**Sequential cells colored by netlist name**

Drawn at 3 px/um. Other sequential cells in the stronger gray, the rest of the logic in the fainter gray.
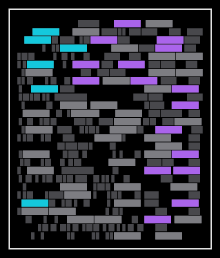
**Logic cells by family**

Drawn at 4 px/um.
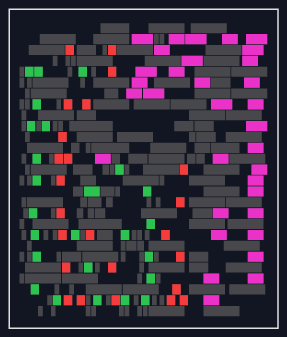
**Wires at chosen ports, followed through buffers**

Drawn at 6 px/um.
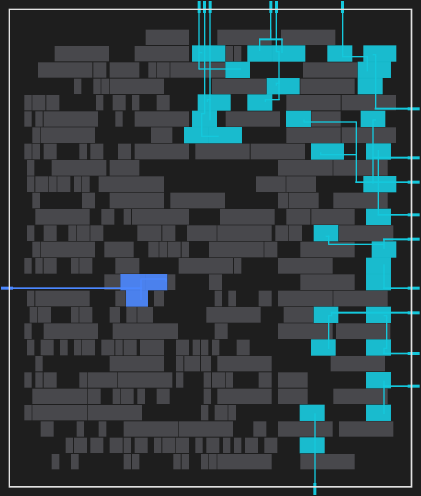
**Metal layers overlaid**

Drawn at 4 px/um.
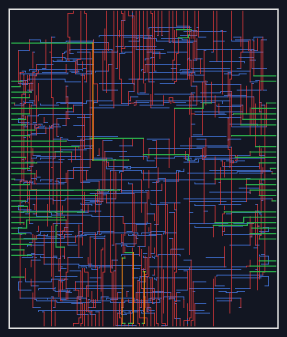
**Clock wiring as the flow saved it**

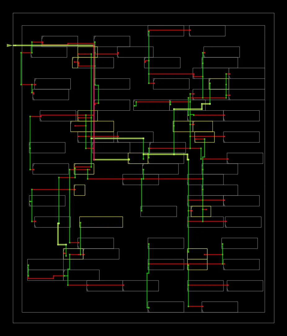
==> config.mk <==
export PLATFORM = sky130hd
export DESIGN_NAME = regfile_arbiter
export DESIGN_NICKNAME = d
export VERILOG_FILES = /design/src/rtl/regfile_arbiter.sv
export SDC_FILE = /design/constraint.sdc
export NUM_CORES = 1
export LEC_CHECK = 0
export CAP_MARGIN = 10
export CORE_ASPECT_RATIO = 1.2
export CORE_MARGIN = 2
export CORE_UTILIZATION = 56
export CTS_BUF_LIST = sky130_fd_sc_hd__clkbuf_8
export CTS_CLUSTER_DIAMETER = 50
export CTS_CLUSTER_SIZE = 25
export DETAILED_ROUTE_END_ITERATION = 7
export DONT_BUFFER_PORTS = 1
export GPL_TIMING_DRIVEN = 0
export PLACE_DENSITY = 0.71
export SLEW_MARGIN = 0
export SYNTH_ARGS = -nofsm -noshare
export SYNTH_HDL_FRONTEND = slang
export SYNTH_SLANG_ARGS = --single-unit
==> constraint.sdc <==
create_clock -name clk -period 2.7 [get_ports clk]
set_clock_uncertainty 0.2 [all_clocks]
set_input_delay 0.405 -clock clk [delete_from_list [all_inputs] [get_ports clk]]
set_output_delay 0.405 -clock clk [all_outputs]
set_load 0.05 [all_outputs]
==> results.txt <==
Initial antenna violation count: 0
R2R cell count: 2
MUX share of area: 0.153
CTS max path bufs: 2
Critical-path maximum fanout: 10
Status: finished, final reports clean
Logic family by area: simple AND/OR/NAND/NOR gates
CP Data Arrival Time: 1710 ps
Synth top cells by count: dfrtp_1, nand2_1, and2_1, mux2_2
H-tree lvl count: 3
Max-slew violations: 0
CTS Root Cell: clkbuf_8
Met3 usage: 0.0992
Post-CTS Setup Bufs: 0
Post_cts resized: 0
Number of enable flip-flop cells: 0
Heaviest power group: combinational cells
Die Y: 79.4 um
AO/OA Area Share: 0.0685
Final instance area: 2990 um^2
Register share of total power: 0.321
Post-Synthesis Cells: 236
GRT Max-Usage Layer: met2
Drt initial violations: 156
Nets: 315
Inserted Diodes: 0
Net Sw Frac: 0.468
Comb gates: 157
Post-synth cell types: 21
PwrDens: 1410 nW/um^2
PnR worst setup slack: 383 ps
Post-synthesis chip area from yosys: 2650 um^2
Post-Route WL: 5350 um
GPL Wtd Cong: 0.864
Seq/total area: 0.503
Top Layout Cells: dfrtp_1, nand2_1, mux2_2, and2_1
TritonRoute pass-1 iters: 4
Yosys top cell by instances: dfrtp_1
Post-detailed-route DRC marker count: 0
Die Wd: 66.8 um
Clock buf count: 12
Cell row count: 27
Dominant cell area share: 0.557
Hold slack final: 20.4 ps
Metal1 wirelength: 2090 um
Total leakage power: 1.36 nW
Metal2 WL: 2650 um
Count of plain and timing-repair buffers in the layout: 17
Top Family by Delay on Critical Path: simple AND/OR/NAND/NOR gates
Setup TNS: 0 ps
Core area: 4560 um^2
Largest cells by area after synthesis: dfrtp_1, mux2_2, nand2_1, and2_1, a31oi_1
Mean post-synth cell area: 11.2 um^2
R2R setup slack: 910 ps
Unrepaired setup endpoints after global routing: no
WL met3: 533 um
Hpwl dp: 3860 um
Log Warnings: 26
M1 GR Usage: 0.243
Post-Syn Area: 2650 um^2
Largest net degree at the start of global routing: 44
Max-cap violations: 0
Worst hold path class: in -> reg
Adder share: 0
Die ar.: 5300 um^2
Clock Network Area Fraction: 0.0791
CTS buffer count: 9
Hold path depth: 2
Worst path slowest cell: nor2b_1
Setup violations, final: 0
-- 'sequential cells colored by netlist name' (at the start) --
Purple stands for `rdata1_q`, sequential cells 16. Cyan stands for `cmd_addr`, sequential cells 6.
register area: 1500 um^2
seq pwr: 1.35 mW
Finished Core Util: 0.655

-- 'logic cells by family' (at the start) --
Red stands for and/or cells, cells 24, most used and2_1. Magenta stands for mux cells, cells 33, most used mux2_2. Green stands for aoi and oai cells, cells 25, most used a31oi_1.
Commonest Layout Cell: dfrtp_1
Non-Filler Instances: 312
Comb/total area: 0.342

-- 'wires at chosen ports, followed through buffers' (at the start) --
Blue stands for `req0`, bits 1, direction input, end cells 3, buffers 0, wire 29.3 um. Cyan stands for `ram_rdata`, bits 16, direction input, end cells 32, buffers 0, wire 263 um.
port bufs: 0
I/O pin count: 126

-- 'metal layers overlaid' (at the start) --
Red stands for M2, wire length 2,650 um. Blue stands for M1, wire length 2,090 um. Orange stands for M4, wire length 76.2 um. Green stands for M3, wire length 533 um.
WL/cell: 17.2 um
via count: 1,704

-- 'clock wiring as the flow saved it' (at the start) --
Insertion Delay late pin: 330 ps
P_clk: 0.924 mW
registers: 60

No activity file was given, so power comes from the tool's default toggle rates.
